File: src/rtl/jstk_pkg.sv
// ---------------------------------------------------------------------------
// jstk_pkg
// Shared definitions for the PmodJSTK joystick SPI link. Both the joystick
// master and the responder model import this package so that frame length,
// LED-command encoding and the transmit byte layout stay in one place.
//
// Contents:
//   JSTK_NBYTES / JSTK_FRAME_BITS   frame length in bytes / bits
//   JSTK_CMD_LED_HI                 upper six bits of an LED command byte
//   JSTK_BYTE_*                     byte positions in the responder tx frame
//   jstk_state_e                    responder FSM state encoding
//   jstk_tx_byte / jstk_tx_frame    build the responder tx frame
// ---------------------------------------------------------------------------
package jstk_pkg;

    localparam int JSTK_NBYTES     = 5;
    localparam int JSTK_FRAME_BITS = 40;

    localparam logic [5:0] JSTK_CMD_LED_HI = 6'b100000;

    // Byte 0 leaves the responder first.
    localparam int JSTK_BYTE_X_LO = 0;
    localparam int JSTK_BYTE_X_HI = 1;
    localparam int JSTK_BYTE_Y_LO = 2;
    localparam int JSTK_BYTE_Y_HI = 3;
    localparam int JSTK_BYTE_BTN  = 4;

    typedef enum logic [1:0] {
        ST_WAIT_HI = 2'd0,
        ST_IDLE    = 2'd1,
        ST_SHIFT   = 2'd2,
        ST_DONE    = 2'd3
    } jstk_state_e;

    function automatic logic [7:0] jstk_tx_byte(
        input logic [9:0] x,
        input logic [9:0] y,
        input logic [2:0] btn,
        input int         idx
    );
        logic [7:0] b;
        case (idx)
            JSTK_BYTE_X_LO: b = x[7:0];
            JSTK_BYTE_X_HI: b = {6'b0, x[9:8]};
            JSTK_BYTE_Y_LO: b = y[7:0];
            JSTK_BYTE_Y_HI: b = {6'b0, y[9:8]};
            JSTK_BYTE_BTN:  b = {5'b0, btn};
            default:        b = 8'h00;
        endcase
        return b;
    endfunction

    // Byte 0 lands in the top byte so the frame shifts out MSB first.
    function automatic logic [JSTK_FRAME_BITS-1:0] jstk_tx_frame(
        input logic [9:0] x,
        input logic [9:0] y,
        input logic [2:0] btn
    );
        logic [JSTK_FRAME_BITS-1:0] f;
        f = '0;
        for (int i = 0; i < JSTK_NBYTES; i++) begin
            f[JSTK_FRAME_BITS-1-8*i -: 8] = jstk_tx_byte(x, y, btn, i);
        end
        return f;
    endfunction

endpackage

File: src/rtl/sync_edge.sv
// ---------------------------------------------------------------------------
// sync_edge
// Multi-flop synchroniser for an asynchronous input with edge detection on
// the synchronised copy.
//
// Ports:
//   clk    in   system clock
//   clr_n  in   asynchronous active-low reset
//   din    in   asynchronous input
//   level  out  synchronised level (SYNC_STAGES clk behind din)
//   rise   out  1-clk pulse on a 0->1 change of level
//   fall   out  1-clk pulse on a 1->0 change of level
// ---------------------------------------------------------------------------
module sync_edge #(
    parameter int SYNC_STAGES = 2
) (
    input  logic clk,
    input  logic clr_n,
    input  logic din,
    output logic level,
    output logic rise,
    output logic fall
);

    logic [SYNC_STAGES-1:0] chain_q;
    logic                   prev_q;

    always_ff @(posedge clk or negedge clr_n) begin
        if (!clr_n) begin
            chain_q <= '0;
            prev_q  <= 1'b0;
        end else begin
            chain_q <= {chain_q[SYNC_STAGES-2:0], din};
            prev_q  <= chain_q[SYNC_STAGES-1];
        end
    end

    assign level = chain_q[SYNC_STAGES-1];
    assign rise  =  level & ~prev_q;
    assign fall  = ~level &  prev_q;

endmodule

File: src/rtl/jstk_spi_responder.sv
// ---------------------------------------------------------------------------
// jstk_spi_responder
// SPI-slave model of the PmodJSTK joystick. Answers 5-byte mode-0 frames with
// X/Y position and button bytes, and captures the master's LED command.
// All SPI inputs are oversampled in the clk domain (f(SCLK) <= f(clk)/8).
//
// Ports:
//   clk         in   system clock, sole clock domain
//   clr_n       in   asynchronous active-low reset
//   SCLK        in   SPI clock, CPOL=0 CPHA=0, MSB first
//   SS          in   active-low slave select
//   MOSI        in   master-out data
//   MISO        out  slave-out data
//   x_pos       in   X position to report
//   y_pos       in   Y position to report
//   buttons     in   {btn2,btn1,trigger}
//   led_cmd     out  {led2,led1} from the last valid LED command
//   frame_done  out  1-clk pulse, well-formed 40-bit frame completed
//   frame_err   out  1-clk pulse, frame ended with bit count != 40
//
// state    | meaning
// ---------+------------------------------------------------------------
// WAIT_HI  | after reset; ignore any frame in progress until SS is high
// IDLE     | SS high, MISO low; SS fall snapshots inputs into tx shifter
// SHIFT    | SCLK rise samples MOSI, SCLK fall advances MISO
// DONE     | one cycle; judge bit count, pulse done/err, apply LED cmd
// ---------------------------------------------------------------------------
module jstk_spi_responder
    import jstk_pkg::*;
#(
    parameter int NBYTES      = 5,
    parameter int SYNC_STAGES = 2
) (
    input  logic       clk,
    input  logic       clr_n,
    input  logic       SCLK,
    input  logic       SS,
    input  logic       MOSI,
    output logic       MISO,
    input  logic [9:0] x_pos,
    input  logic [9:0] y_pos,
    input  logic [2:0] buttons,
    output logic [1:0] led_cmd,
    output logic       frame_done,
    output logic       frame_err
);

    localparam int         FB         = JSTK_FRAME_BITS;
    localparam logic [5:0] FRAME_BITS = 6'(NBYTES * 8);
    // One past a full frame: enough to tell "exactly 40" from "too many".
    localparam logic [5:0] BITCNT_SAT = FRAME_BITS + 6'd1;

    logic sclk_level, sclk_rise, sclk_fall;
    logic ss_level, ss_rise, ss_fall;
    logic mosi_s;

    sync_edge #(.SYNC_STAGES(SYNC_STAGES)) u_sync_sclk (
        .clk   (clk),
        .clr_n (clr_n),
        .din   (SCLK),
        .level (sclk_level),
        .rise  (sclk_rise),
        .fall  (sclk_fall)
    );

    sync_edge #(.SYNC_STAGES(SYNC_STAGES)) u_sync_ss (
        .clk   (clk),
        .clr_n (clr_n),
        .din   (SS),
        .level (ss_level),
        .rise  (ss_rise),
        .fall  (ss_fall)
    );

    // MOSI only needs a level; it is sampled on the synced SCLK rise, so it
    // must see the same pipeline depth as SCLK.
    logic [SYNC_STAGES-1:0] mosi_sync_q;

    always_ff @(posedge clk or negedge clr_n) begin
        if (!clr_n) begin
            mosi_sync_q <= '0;
        end else begin
            mosi_sync_q <= {mosi_sync_q[SYNC_STAGES-2:0], MOSI};
        end
    end

    assign mosi_s = mosi_sync_q[SYNC_STAGES-1];

    jstk_state_e   state_q, state_d;
    logic [FB-1:0] tx_q, tx_d;
    logic [FB-1:0] rx_q, rx_d;
    logic [5:0]    bitcnt_q, bitcnt_d;
    logic [1:0]    led_q, led_d;
    logic          done_q, done_d;
    logic          err_q, err_d;

    always_ff @(posedge clk or negedge clr_n) begin
        if (!clr_n) begin
            state_q  <= ST_WAIT_HI;
            tx_q     <= '0;
            rx_q     <= '0;
            bitcnt_q <= '0;
            led_q    <= 2'b00;
            done_q   <= 1'b0;
            err_q    <= 1'b0;
        end else begin
            state_q  <= state_d;
            tx_q     <= tx_d;
            rx_q     <= rx_d;
            bitcnt_q <= bitcnt_d;
            led_q    <= led_d;
            done_q   <= done_d;
            err_q    <= err_d;
        end
    end

    always_comb begin
        state_d  = state_q;
        tx_d     = tx_q;
        rx_d     = rx_q;
        bitcnt_d = bitcnt_q;
        led_d    = led_q;
        done_d   = 1'b0;
        err_d    = 1'b0;

        case (state_q)
            ST_WAIT_HI: begin
                if (ss_level) begin
                    state_d = ST_IDLE;
                end
            end

            ST_IDLE: begin
                if (ss_fall) begin
                    tx_d     = jstk_tx_frame(x_pos, y_pos, buttons);
                    rx_d     = '0;
                    bitcnt_d = '0;
                    state_d  = ST_SHIFT;
                end
            end

            ST_SHIFT: begin
                // SS rise takes priority; a coincident SCLK edge is dropped.
                if (ss_rise) begin
                    state_d = ST_DONE;
                end else begin
                    if (sclk_rise) begin
                        if (bitcnt_q < FRAME_BITS) begin
                            rx_d = {rx_q[FB-2:0], mosi_s};
                        end
                        if (bitcnt_q != BITCNT_SAT) begin
                            bitcnt_d = bitcnt_q + 6'd1;
                        end
                    end
                    if (sclk_fall) begin
                        tx_d = {tx_q[FB-2:0], 1'b0};
                    end
                end
            end

            ST_DONE: begin
                state_d = ST_IDLE;
                if (bitcnt_q == FRAME_BITS) begin
                    done_d = 1'b1;
                    if (rx_q[FB-1 -: 6] == JSTK_CMD_LED_HI) begin
                        led_d = rx_q[FB-7 -: 2];
                    end
                end else begin
                    err_d = 1'b1;
                end
            end

            default: begin
                state_d = ST_WAIT_HI;
            end
        endcase
    end

    // tx_q is loaded on the SS-fall cycle and shifted on each SCLK fall, so
    // its top bit is the current MISO bit whenever a frame is in SHIFT.
    assign MISO       = (state_q == ST_SHIFT) ? tx_q[FB-1] : 1'b0;
    assign led_cmd    = led_q;
    assign frame_done = done_q;
    assign frame_err  = err_q;

endmodule

File: config.mk
export PLATFORM = sky130hd
export DESIGN_NAME = jstk_spi_responder
export DESIGN_NICKNAME = d
export VERILOG_FILES = /design/src/rtl/jstk_pkg.sv /design/src/rtl/sync_edge.sv /design/src/rtl/jstk_spi_responder.sv
export SDC_FILE = /design/constraint.sdc
export NUM_CORES = 1
export LEC_CHECK = 0
export CORE_ASPECT_RATIO = 0.9
export CORE_MARGIN = 2
export CORE_UTILIZATION = 45
export DETAILED_ROUTE_END_ITERATION = 8
export GPL_TIMING_DRIVEN = 0
export PLACE_DENSITY = 0.63
export SYNTH_ARGS = -nofsm -noshare
export SYNTH_HDL_FRONTEND = slang
export SYNTH_SLANG_ARGS = --single-unit
File: constraint.sdc
create_clock -name clk -period 2.2 [get_ports clk]
set_input_delay 0.44 -clock clk [delete_from_list [all_inputs] [get_ports clk]]
set_output_delay 0.44 -clock clk [all_outputs]
set_load 0.03 [all_outputs]
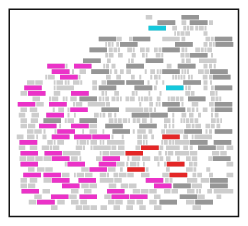
(images/ff_map.png)
Scale: 2 px per um.
[cyan] mosi_sync_q | sequential cells: 2
[magenta] tx_q | sequential cells: 40
[red] bitcnt_q | sequential cells: 6
Final Core Density: 54.7%
P_seq: 0.00226 W

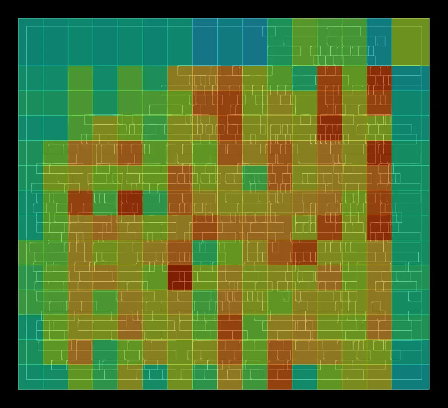
(images/congestion_map.png)
GRT Overall Usage: 19.7%
WL/cell: 16.1 um
met1 Use GR: 26.9%
Most Crowded Layer GR: met2

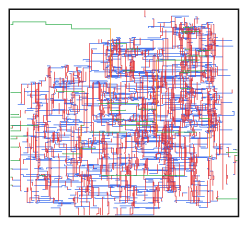
(images/layers.png)
Scale: 2 px per um.
[orange] M4 | wire length: 110 um
[blue] M1 | wire length: 5050 um
[green] M3 | wire length: 406 um
[red] M2 | wire length: 5040 um

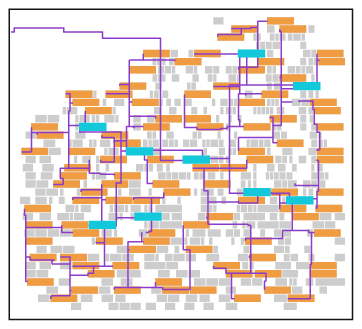
(images/clock_wires.png)
Scale: 3 px per um.
[cyan] clock-net drivers | count: 9
[purple] clock wires | length: 1280 um
[orange] flip-flops | count: 100
routed clock nets: 10
flops lie: widely spread
Clk pwr share: 28.0%
Clock group: 0.00154 W

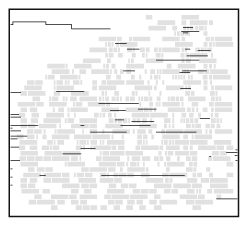
(images/m3.png)
Scale: 2 px per um. Cells faint in the background.
longest straight run: 41.4 um
nets with wire on the layer: 37

==> results.yml <==
# synthesis and place-and-route metrics
status:
  status: "finished clean"
power:
  p_sw_share_pct: 32.8
  power_combinational_w: 0.00169
  pwr_density_cell_mw_per_mm2: 937
  p_leak_nw: 2.52
  p_switching_w: 0.00180
  p_total_w: 0.00550
  p_seq_share_pct: 41.2
  top_power_group: "sequential cells"
  combinationalPowerShare_pct: 30.8
  vdd_drop_max_mv: 0.486
detailed_routing:
  wl_met3_um: 406
  drc: 0
  route.met2.wl_um: 5040
  drt_iter0_drc: 425
  via_per_inst: 5.73
  top_layer: "met4"
  ant_nets: 0
  vias: 3763
  dr.pass1.iters: 4
  met1Wirelength_um: 5050
logic_synthesis:
  flop_cell: "dfrtp_1"
  ys_seq_share_pct: 51.2
  synth_cells: 468
  async_flop_share_pct: 100
  ys_warn_count: 0
  synth_flop_count: 100
  syn-num-nets: 504
  yosysUniqueCellTypes: 37
  top_cells_by_area: "dfrtp_1 51%, o211ai_1 6.4%, nand2_1 6.3%"
  yosys-stat-area_mm2: 0.00489
  synth.most_common_cell: "dfrtp_1"
  synthTopCellsByCount: "100 x dfrtp_1, 82 x nand2_1, 43 x nand3_1, 42 x o211ai_1, 40 x nand4_1"
  syn-cell-area_mm2: 0.00489
  edf_count: 0
  yosysTopAreaCellShare_pct: 51.2
  synth_area_per_cell_um2: 10.4
critical_path:
  cp.arrival_ns: 2.34
  cpMostUsedCell: "buf_4"
  cp-endpoint: "tx_q[18]"
  crit_cells: 7
  regToRegSetupSlack_ns: 0.09
  critPathKind: "reg2reg"
  endpoint_kind: "flop"
  r2r_cells: 7
  critical-path-top-delay-family: "buffers and inverters"
  cpPeakStageDelay_ns: 0.39
  worst_setup_path_start_kind: "flop"
  crit_chain: "buf_4 > ha_2 > o21a_1 > buf_4 > o31ai_4 > buf_6 > mux2_1"
  reg2reg_from: "state_q[0]"
  cp.required_ns: 2.43
  reg2reg_to: "tx_q[18]"
  crit_slowest_cell: "dfrtp_1"
  crit_path_max_fanout: 10
  startpoint: "state_q[0]"
clocking:
  ctsHtreeMaxLevel: 3
  post_cts_resized: 27
  clock_latency_ns: 0.35
  cts.sinks: 100
  root_buffer: "clkbuf_16"
  cts_buffers: 9
  cts_setup_buffers: 6
  cts_buffer_depth: 2
  clkTransAtPathRegs_ns: 0.08
  cts_tree: "yes"
  hold_buffers: 0
layout:
  logic_area_mm2: 0.00221
  clk_share_pct: 4.84
  lay_top_cells: "100 x dfrtp_1, 82 x nand2_1, 42 x o211ai_1, 42 x nand3_1, 40 x nand4_1"
  nNetsFinal: 555
  nFillCells: 937
  flops: 100
  seq_area_mm2: 0.00250
  diodes: 0
  drive_above_1_share_pct: 13.2
  fin_area_mm2: 0.00587
  n_all_buffers: 82
  buffer_area_share_pct: 11.6
  comb_cells: 319
  dominant_cells: "registers"
  sh_comb_area_pct: 37.6
  sh_seq_area_pct: 42.7
  nNonClkInverters: 7
  final_common_cell: "dfrtp_1"
  final_cells: 657
  top_regs: "rx_q: 40 flops, tx_q: 40 flops, bitcnt_q: 6 flops"
  clock_buffers: 9
  area_growth_pct: 20.0
final_timing:
  finClkSkew_ns: 0.00828
  post-route-period-util_pct: 95.7
  grt_setup_unrepaired: "no"
  drv_slew: 0
  setup_tns_ns: 0
  relSlewSlack_pct: 64.6
  post-route-min-period_ns: 2.11
  fmax_mhz: 475
  hold_viol: 0
  setup_ws_ns: 0.0947
  whs_ns: 0.0688
global_routing:
  antenna_found_initial: 0
  grt_pass1_vias: 3804
  grtUsageMet3_pct: 4.35
  grt_pass1_wl_um: 18400
  gr-total-overflow: 0
  grt_max_degree: 63
floorplan:
  die_width_um: 114
  ioPinCount: 33
  rows: 36
  initial_core_util_pct: 45.6
  chipArea_mm2: 0.0117
  die_y_um: 103
  core_region_area_mm2: 0.0107
place:
  gp_congestion: 0.767
  place_area_mm2: 0.00540
  post-dp-hpwl_um: 6800
  port_buffers: 32
flow_run:
  tool_warnings: 33
  maxCapViolCount: 0
worst_hold_path:
  hold_path_class: "in2async"
-- cells by family (layout without fill, tap and decap cells) --
logic type / count (synthesis) / after routing / share of synthesized area (%)
simple gates: 189 / 189 / 19.0
fa+ha+maj: 8 / 8 / 2.05
compound gates: 55 / 55 / 8.62
mux: 67 / 67 / 14.9
buf+inv: 49 / 105 / 4.22
flops: 100 / 100 / 51.2
-- worst min-delay path by stage --
stage                          from              endpoint  cells after the start
2_1_floorplan                 clr_n           bitcnt_q[0]                      0
3_3_place_gp   u_sync_ss.chain_q[0]  u_sync_ss.chain_q[1]                      0
3_5_place_dp   u_sync_ss.chain_q[0]  u_sync_ss.chain_q[1]                      0
4_1_cts                       clr_n            state_q[0]                      1
5_1_grt                       clr_n            state_q[1]                      1
6_report                      clr_n  u_sync_ss.chain_q[0]                      1
Power is estimated from default activity; no workload was simulated.
